## src/rtl/l2_arbiter_pkg.sv

```systemverilog
// Shared types for the L2 arbiter: bus widths, FSM state, requester id and grant helper.
package l2_arbiter_pkg;

    localparam int unsigned WORD_W = 16;
    localparam int unsigned LINE_W = 128;

    typedef logic [WORD_W-1:0] lc3b_word;
    typedef logic [LINE_W-1:0] lc3b_pmem_line;

    typedef enum logic [1:0] {
        IDLE    = 2'd0,
        SERVE   = 2'd1,
        RESPOND = 2'd2
    } lc3b_arb_state;

    typedef enum logic {
        ARB_I = 1'b0,
        ARB_D = 1'b1
    } lc3b_arb_id;

    // One requester's transaction as latched on grant; write wins when both read and write are set.
    typedef struct packed {
        logic          write;
        lc3b_word      address;
        lc3b_pmem_line wdata;
    } arb_req_t;

    // Selects the requester to grant; only meaningful when at least one is pending.
    function automatic lc3b_arb_id arb_pick(
        input logic       i_pend,
        input logic       d_pend,
        input lc3b_arb_id last,
        input logic       fair
    );
        lc3b_arb_id pick;
        pick = ARB_D;
        if (i_pend && !d_pend) begin
            pick = ARB_I;
        end else if (i_pend && d_pend && fair && (last == ARB_D)) begin
            pick = ARB_I;
        end
        return pick;
    endfunction

endpackage

```

## src/rtl/l2_arbiter_control.sv

```systemverilog
// Arbiter FSM: decides grants, tracks the last grant and sequences SERVE/RESPOND.
module l2_arbiter_control
    import l2_arbiter_pkg::*;
#(
    parameter bit FAIR = 1'b1
)
(
    input  logic       clk,
    input  logic       reset,
    input  logic       i_i_pend,
    input  logic       i_d_pend,
    input  logic       i_mem_resp,
    output logic       o_grant_c,
    output lc3b_arb_id o_grant_sel_c,
    output logic       o_capture_c,
    output lc3b_arb_id o_grant_id
);

    lc3b_arb_state r_state;
    lc3b_arb_state w_state_next;
    lc3b_arb_id    r_last_grant;
    lc3b_arb_id    w_pick;

    assign w_pick        = arb_pick(i_i_pend, i_d_pend, r_last_grant, FAIR);
    assign o_grant_sel_c = w_pick;
    assign o_grant_id    = r_last_grant;

    // State and last-grant registers; last_grant doubles as the id of the transaction in flight.
    always_ff @(posedge clk) begin
        if (reset) begin
            r_state      <= IDLE;
            r_last_grant <= ARB_I;
        end else begin
            r_state <= w_state_next;
            if (o_grant_c) begin
                r_last_grant <= w_pick;
            end
        end
    end

    // Next-state and grant/capture strobes.
    always_comb begin
        w_state_next = r_state;
        o_grant_c    = 1'b0;
        o_capture_c  = 1'b0;
        case (r_state)
            IDLE: begin
                if (i_i_pend || i_d_pend) begin
                    o_grant_c    = 1'b1;
                    w_state_next = SERVE;
                end
            end
            SERVE: begin
                if (i_mem_resp) begin
                    o_capture_c  = 1'b1;
                    w_state_next = RESPOND;
                end
            end
            RESPOND: begin
                w_state_next = IDLE;
            end
            default: begin
                w_state_next = IDLE;
            end
        endcase
    end

endmodule

```

## src/rtl/l2_arbiter.sv

```systemverilog
// Two-requester (I-cache / D-cache) arbiter in front of the L2 upper-side memory interface.
module l2_arbiter
    import l2_arbiter_pkg::*;
#(
    parameter bit FAIR = 1'b1
)
(
    input  logic          clk,
    input  logic          reset,

    input  logic          i_read,
    input  logic          i_write,
    input  lc3b_word      i_address,
    input  lc3b_pmem_line i_wdata,
    output logic          i_resp,
    output lc3b_pmem_line i_rdata,

    input  logic          d_read,
    input  logic          d_write,
    input  lc3b_word      d_address,
    input  lc3b_pmem_line d_wdata,
    output logic          d_resp,
    output lc3b_pmem_line d_rdata,

    output logic          mem_read,
    output logic          mem_write,
    output lc3b_word      mem_address,
    output lc3b_pmem_line mem_wdata,
    input  logic          mem_resp,
    input  lc3b_pmem_line mem_rdata
);

    logic          w_grant;
    lc3b_arb_id    w_grant_sel;
    logic          w_capture;
    lc3b_arb_id    w_grant_id;
    arb_req_t      w_i_req;
    arb_req_t      w_d_req;
    arb_req_t      w_sel_req;

    arb_req_t      r_req;
    lc3b_pmem_line r_line;
    logic          r_mem_read;
    logic          r_mem_write;
    logic          r_i_resp;
    logic          r_d_resp;

    l2_arbiter_control #(
        .FAIR (FAIR)
    ) u_control (
        .clk           (clk),
        .reset         (reset),
        .i_i_pend      (i_read || i_write),
        .i_d_pend      (d_read || d_write),
        .i_mem_resp    (mem_resp),
        .o_grant_c     (w_grant),
        .o_grant_sel_c (w_grant_sel),
        .o_capture_c   (w_capture),
        .o_grant_id    (w_grant_id)
    );

    // Requester payloads; a simultaneous read+write is treated as a write.
    assign w_i_req   = '{write: i_write, address: i_address, wdata: i_wdata};
    assign w_d_req   = '{write: d_write, address: d_address, wdata: d_wdata};
    assign w_sel_req = (w_grant_sel == ARB_D) ? w_d_req : w_i_req;

    // Transaction latch, memory request strobes, response line and one-cycle resp pulses.
    always_ff @(posedge clk) begin
        if (reset) begin
            r_req       <= '0;
            r_line      <= '0;
            r_mem_read  <= 1'b0;
            r_mem_write <= 1'b0;
            r_i_resp    <= 1'b0;
            r_d_resp    <= 1'b0;
        end else begin
            r_i_resp <= w_capture && (w_grant_id == ARB_I);
            r_d_resp <= w_capture && (w_grant_id == ARB_D);
            if (w_grant) begin
                r_req       <= w_sel_req;
                r_mem_read  <= !w_sel_req.write;
                r_mem_write <= w_sel_req.write;
            end
            if (w_capture) begin
                r_line      <= mem_rdata;
                r_mem_read  <= 1'b0;
                r_mem_write <= 1'b0;
            end
        end
    end

    assign mem_read    = r_mem_read;
    assign mem_write   = r_mem_write;
    assign mem_address = r_req.address;
    assign mem_wdata   = r_req.wdata;
    assign i_resp      = r_i_resp;
    assign d_resp      = r_d_resp;
    assign i_rdata     = r_line;
    assign d_rdata     = r_line;

endmodule

```

## config.mk

```make
export PLATFORM = sky130hd
export DESIGN_NAME = l2_arbiter
export DESIGN_NICKNAME = d
export VERILOG_FILES = /design/src/rtl/l2_arbiter_pkg.sv /design/src/rtl/l2_arbiter_control.sv /design/src/rtl/l2_arbiter.sv
export SDC_FILE = /design/constraint.sdc
export NUM_CORES = 1
export LEC_CHECK = 0
export CAP_MARGIN = 30
export CORE_AREA = 8 8 311 313
export DETAILED_ROUTE_END_ITERATION = 8
export DIE_AREA = 0 0 319 321
export PLACE_DENSITY = 0.43
export SETUP_SLACK_MARGIN = 0.15
export SYNTH_ARGS = -nofsm -noshare
export SYNTH_HDL_FRONTEND = slang
export SYNTH_HIERARCHICAL = 1
export SYNTH_SLANG_ARGS = --single-unit
export TNS_END_PERCENT = 1
```

## constraint.sdc

```tcl
create_clock -name clk -period 1.8 [get_ports clk]
set_clock_uncertainty 0.15 [all_clocks]
set_input_delay 0.36 -clock clk [delete_from_list [all_inputs] [get_ports clk]]
set_output_delay 0.36 -clock clk [all_outputs]
set_load 0.02 [all_outputs]
```

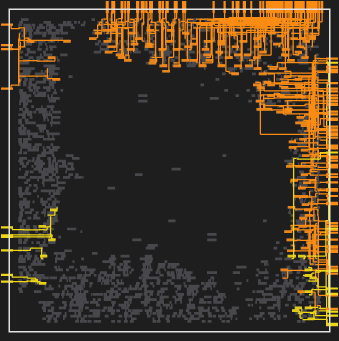
**Above:** run 1 (wires at chosen ports, followed through buffers).
(1 px per um)
| port | color | direction | edge | end cells | buffers | wire |
|---|---|---|---|---|---|---|
| `mem_address` | yellow | output | 10 right, 6 left | 16 | 16 | 1,050 um |
| `d_rdata` | orange | output | 70 top, 54 right, 4 left | 128 | 128 | 8,870 um |

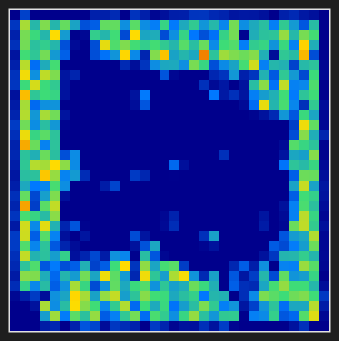
**Above:** run 1 (cell density map).
(1 px per um) 32 x 32 tiles, from dark blue (low) to red (high), 0 to 100% covered.
fullest tile: 85%
mean over tiles: 20%
emptiest ninth of the die: center

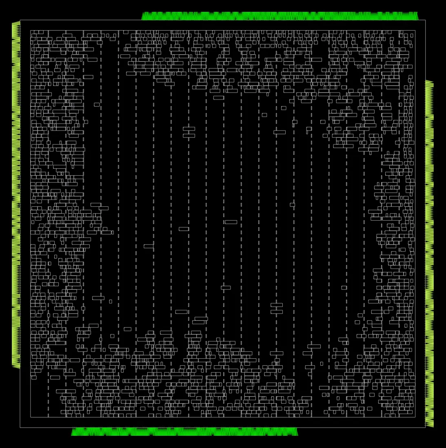
**Above:** run 1 (placed standard cells).
flop count: 279
row cnt: 112
Fill cells: 10,025

==> flow_metrics.env, run 1 <==
# physical design summary
export IMPL_status="completed"
export IMPL_use_met2_pct=19.8
export IMPL_yosysUniqueCellTypes=22
export IMPL_final_area_um2=22200
export IMPL_core_area_um2=92200
export IMPL_slew_headroom_pct=73.4
export IMPL_total_power_mw=20.0
export IMPL_p_seq_share_pct=35.5
export IMPL_hp_class="primary input to flip-flop"
export IMPL_placed_cell_area_um2=21200
export IMPL_topCellsByArea="dfxtp_1 47%, mux2i_1 23%, a211oi_1 9.0%, buf_4 9.0%, nor2_1 8.6%"
export IMPL_hold_ws_ns=0.286
export IMPL_worst_slack_ns=0.0334
export IMPL_wl_mm=64.4
export IMPL_postSynthSeqShare_pct=46.5
export IMPL_hold_viol_final=0
export IMPL_dr_max_layer_used="met4"
export IMPL_ant_nets=0
export IMPL_cts_root_buf="clkbuf_16"
export IMPL_arrival_ns=2.02
export IMPL_postSynth_asyncResetShare_pct=0
export IMPL_clkTransAtPathRegs_ns=0.06
export IMPL_syn_avg_cell_area_um2=9.91
export IMPL_cp_cell_sequence="o21ai_4 -> buf_12 -> clkbuf_16 -> clkbuf_16 -> mux2i_1 -> a211oi_2"
export IMPL_wl_met3_mm=5.24
export IMPL_final_nets=2383
export IMPL_first_pass_iters=4
export IMPL_use_met3_pct=4.14
export IMPL_fp_util_pct=13.0
export IMPL_ff_type="dfxtp_1"
export IMPL_globalplace_congestion=0.761
export IMPL_fin_crit_sh_pct=98.1
export IMPL_met1_length_mm=26.1
export IMPL_final_util_pct=24.1
export IMPL_die_x_um=319
export IMPL_p_leak_nw=9.50
export IMPL_fmax_mhz=566
export IMPL_grt_pass1_wl_mm=87.8
export IMPL_areaGrowthSynthToFinish_pct=85.0
export IMPL_yosys_top_cells_count="279 x dfxtp_1, 276 x nor2_1, 273 x mux2i_1, 144 x a211oi_1, 144 x buf_4"
export IMPL_period_needed_ns=1.77
export IMPL_switching_share_pct=30.0
export IMPL_dr_total_vias=11591
export IMPL_netlist_area_um2=12000
export IMPL_report_final_slew_viol_count=0
export IMPL_finalSetupViolations=0
export IMPL_vdd_drop_max_uv=452
export IMPL_cp_max_fo=14
export IMPL_grt_pass1_vias=12356
export IMPL_port_buffers=826
export IMPL_end_kind="flip-flop"
export IMPL_warnings=29
export IMPL_worst_pin_slew_ns=0.388
export IMPL_num_io_pins=827
export IMPL_crit_path_frequent_cell="clkbuf_16"
-- run 1: flip-flops by register name (all words and copies together), names as in the netlist --
signal	cells
d_rdata	128
d_resp	1
i_resp	1
mem_address	16
mem_read	1
mem_wdata	128
mem_write	1
u_control/o_grant_id	1
u_control/r_state	2
-- run 1: cell usage in the layout, fill, tap and decap left out, types with 4 or more instances in the layout --
cell type        netlist  layout
clkdlybuf4s50_1        0     417
mux2i_1              273     229
dfxtp_2                0      64
dfxtp_4                0       5
buf_6                  7      27
buf_2                 20     122
clkbuf_2               0      93
mux2i_4                0      15
dlymetal6s2s_1         0       4
buf_4                144     193
mux2i_2                0      29
buf_8                  0       9
buf_12                 0      19
clkdlybuf4s15_2        0      23
clkbuf_16              0      48
clkinv_2               0       6
buf_16                 0       7
clkbuf_1              50       7
a211oi_1             144     112
a211oi_2               0      32
dfxtp_1              279     210
clkbuf_8               0       7
nor2_1               276     273
-- run 1: final timing paths --
kind	cells past startpoint	to	start	slack [ns]
setup / recovery	6	mem_address[8]$_SDFFE_PP0P_	u_control/o_grant_id$_SDFFE_PP0P_	0.03
hold / removal	3	d_rdata[105]$_SDFFE_PP0P_	mem_rdata[105]	0.29
setup reg to reg	6	mem_address[8]$_SDFFE_PP0P_	u_control/o_grant_id$_SDFFE_PP0P_	0.03
hold reg to reg	2	mem_wdata[112]$_SDFFE_PP0P_	mem_wdata[112]$_SDFFE_PP0P_	0.33
-- run 1: cells by family (layout without fill, tap and decap cells) --
family                 after synthesis  in the layout  share of synthesized area, %
AOI/OAI and AO/OA                  149            149                          9.31
buffers and inverters              223            994                          12.1
DFF                                279            279                          46.5
muxes                              273            273                          22.8
other                                0              3                             0
and+or+nand+nor                    288            288                          9.30
-- run 1: critical path: cells and delay by family, from the launching register on --
family	cells	cell delay, ns
DFF	1	0.35
muxes	1	0.23
buffers and inverters	3	0.57
AOI/OAI and AO/OA	2	0.30
-- run 1: area by class of cell --
| class | count | area (um2) | area share [%] |
|---|---|---|---|
| Antenna cell | 3 | 7.51 | 0.0338 |
| Tap cell | 1197 | 1500 | 6.74 |
| Sequential cell | 279 | 5680 | 25.6 |
| Inverter | 1 | 3.75 | 0.0169 |
| Multi-Input combinational cell | 710 | 5480 | 24.7 |
| Clock buffer | 51 | 1050 | 4.72 |
| Timing Repair Buffer | 933 | 8370 | 37.7 |
| Clock inverter | 9 | 120 | 0.541 |
-- run 1: what timing repair did --
item / in CTS / in global routing
endpoints found under the hold margin: 3 / 0
hold buffers: 1 / 0
gates cloned: 1 / 12
gates resized: 1106 / 851
pin swaps: 1 / 66
buffers inserted: 2 / 8
setup endpoints to repair: 586 / 666
-- run 1: power by group through the flow --
stage / Combinational [mW] / Clock [mW] / Sequential, mW
CTS: 5.30 / 7.59 / 7.12
finish: 5.69 / 7.22 / 7.12
global placement: 5.51 / 0 / 7.23
floorplan: 2.00 / 0 / 7.78
global route: 6.06 / 7.85 / 7.19
detailed placement: 5.53 / 0 / 7.23
==> run 2, diff against run 1 <==
--- a/config.mk
+++ b/config.mk
@@ -6,10 +6,11 @@
 export NUM_CORES = 1
 export LEC_CHECK = 0
 export CAP_MARGIN = 30
-export CORE_AREA = 8 8 311 313
+export CORE_AREA = 8 8 316 318
+export CTS_BUF_LIST = sky130_fd_sc_hd__clkbuf_8
 export DETAILED_ROUTE_END_ITERATION = 8
-export DIE_AREA = 0 0 319 321
-export PLACE_DENSITY = 0.43
+export DIE_AREA = 0 0 324 326
+export PLACE_DENSITY = 0.42
 export SETUP_SLACK_MARGIN = 0.15
 export SYNTH_ARGS = -nofsm -noshare
 export SYNTH_HDL_FRONTEND = slang
==> flow_metrics.env, run 2 <==
# physical design summary
export IMPL_status="completed"
export IMPL_worst_pin_slew_ns=0.635
export IMPL_lay_top_count="clkdlybuf4s50_1"
export IMPL_avgViaCountPerCell=3.52
export IMPL_grt_pass1_vias=12358
export IMPL_reg2regPathDepth=5
export IMPL_ant_nets=0
export IMPL_yosysTopAreaCell="dfxtp_1"
export IMPL_finalSetupViolations=0
export IMPL_hp_class="primary input to flip-flop"
export IMPL_netlist_area_um2=12000
export IMPL_syn_avg_cell_area_um2=9.91
export IMPL_fmax_mhz=578
export IMPL_clockBufferDepth=3
export IMPL_core_area_um2=94400
export IMPL_mostFrequentLayoutCells="419 x clkdlybuf4s50_1, 274 x nor2_1, 273 x mux2i_1"
export IMPL_end_kind="flip-flop"
export IMPL_period_needed_ns=1.73
export IMPL_arrival_ns=2.10
export IMPL_final_nets=2383
export IMPL_die_x_um=324
export IMPL_cp_max_fo=39
export IMPL_total_power_mw=19.4
export IMPL_finalNonFillerCells=3272
export IMPL_min_delay_path_depth=3
export IMPL_hold_path_end="d_rdata[53]$_SDFFE_PP0P_"
export IMPL_clkTransAtPathRegs_ns=0.06
export IMPL_r2r_start="u_control/r_state[1]$_SDFFE_PP0P_"
export IMPL_vdd_drop_max_uv=384
export IMPL_areaGrowthSynthToFinish_pct=79.7
export IMPL_yosys_top_cells_count="279 x dfxtp_1, 276 x nor2_1, 273 x mux2i_1, 144 x a211oi_1, 144 x buf_4"
export IMPL_ff_type="dfxtp_1"
export IMPL_port_buffers=826
export IMPL_cts_root_buf="clkbuf_8"
export IMPL_synth_flop_count=279
export IMPL_warnings=29
export IMPL_top_area_share_pct=46.5
export IMPL_fp_util_pct=12.7
export IMPL_dr_total_vias=11518
export IMPL_topCellsByArea="dfxtp_1 47%, mux2i_1 23%, a211oi_1 9.0%, buf_4 9.0%, nor2_1 8.6%"
export IMPL_num_io_pins=827
export IMPL_hold_viol_final=0
export IMPL_globalplace_congestion=0.804
export IMPL_row_count=113
export IMPL_r2r_end="mem_wdata[103]$_SDFFE_PP0P_"
export IMPL_grt_pass1_wl_mm=88.4
export IMPL_die_h_um=326
export IMPL_hold_ws_ns=0.189
export IMPL_slew_headroom_pct=57.7
export IMPL_yosysUniqueCellTypes=22
export IMPL_postSynth_asyncResetShare_pct=0
export IMPL_report_final_slew_viol_count=0
[run 2: cell counts after synthesis]
No cell type changed its count.
[run 2: worst max-delay path by stage]
stage          cells after the start                          end               startpoint  slack, ns
4_1_cts                            1                   i_rdata[8]  d_rdata[8]$_SDFFE_PP0P_    -0.0006
5_1_grt                            1                   i_rdata[7]  d_rdata[7]$_SDFFE_PP0P_      0.009
2_1_floorplan                      6   mem_wdata[34]$_SDFFE_PP0P_                  i_write       0.11
6_report                           8  mem_wdata[103]$_SDFFE_PP0P_                  i_write       0.07
3_5_place_dp                       8   mem_wdata[65]$_SDFFE_PP0P_                   i_read      -0.74
3_3_place_gp                       8   mem_wdata[60]$_SDFFE_PP0P_                   i_read      -0.73
[run 2: repair_timing]
action	CTS	global route
endpoints found under the hold margin	32	0
resized	2020	44
cloned	0	3
setup endpoints to repair	549	668
buffers inserted	0	3
pin swaps	0	2
hold buffers	1	0
[run 2: routing by layer]
layer | global-route usage, % | share of wire, % | vias up
met3 | 4.27 | 9.5 | 87
li1 | - | - | 5574
met1 | 12.5 | 39 | 5316
met2 | 19.6 | 49 | 535
met4 | 2.85 | 2.2 | 6
met5 | 0 | 0.064 | -
[run 2: worst max-delay path, cell delays in order]
cell	delay [ns]
clkdlybuf4s50_1	0.50
or2_4	0.16
nor2_2	0.05
nor3_4	0.22
clkbuf_16	0.25
buf_12	0.22
nor2_1	0.07
a211oi_1	0.23
[run 2: cells by family (layout without fill, tap and decap cells)]
kind of cell | after synthesis | after routing | synth area share (%)
buffers and inverters | 223 | 1014 | 12.1
AND-OR/OR-AND | 149 | 149 | 9.31
multiplexers | 273 | 273 | 22.8
flip-flops | 279 | 279 | 46.5
other | 0 | 4 | 0
AND/OR/NAND/NOR | 288 | 288 | 9.30
[run 2: final cells by class]
type                            count  area, um2
Clock inverter                     26        224
Sequential cell                   279       5760
Tap cell                         1265       1580
Clock buffer                       73       1000
Fill cell                       10374      72900
Multi-Input combinational cell    710       5010
Inverter                            1       3.75
Antenna cell                        4       10.0
Timing Repair Buffer              914       7980
[run 2: power breakdown]
group,internal [mW],switching [mW]
sequential,6.73,0.396
combinational,2.49,2.64
clock,4.19,2.95
total,13.4,5.98
[run 2: metrics by stage]
step	setup WS, ns	util [%]	cell area [um2]
6_report	0.0703	22.8	21600
5_1_grt	0.00910	22.8	21600
4_1_cts	-0.000645	22.6	21400
3_5_place_dp	-0.743	22.5	21300
3_3_place_gp	-0.733	22.5	21300
2_1_floorplan	0.110	-	12100
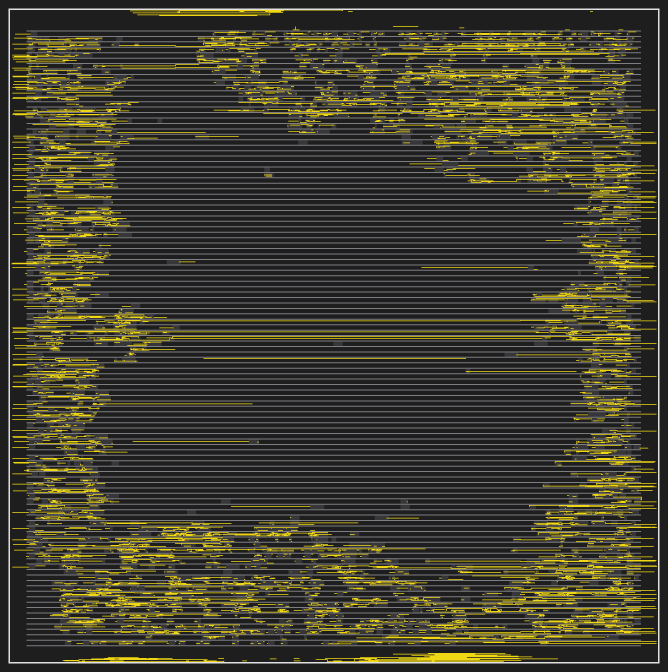
**Above:** run 2 (signal wires on met1).
(2 px per um) Supply wires on this layer in gray. Cells faint in the background.
share of all routed wire: 39%
main direction: horizontal

Power and IR drop assume default switching activity.
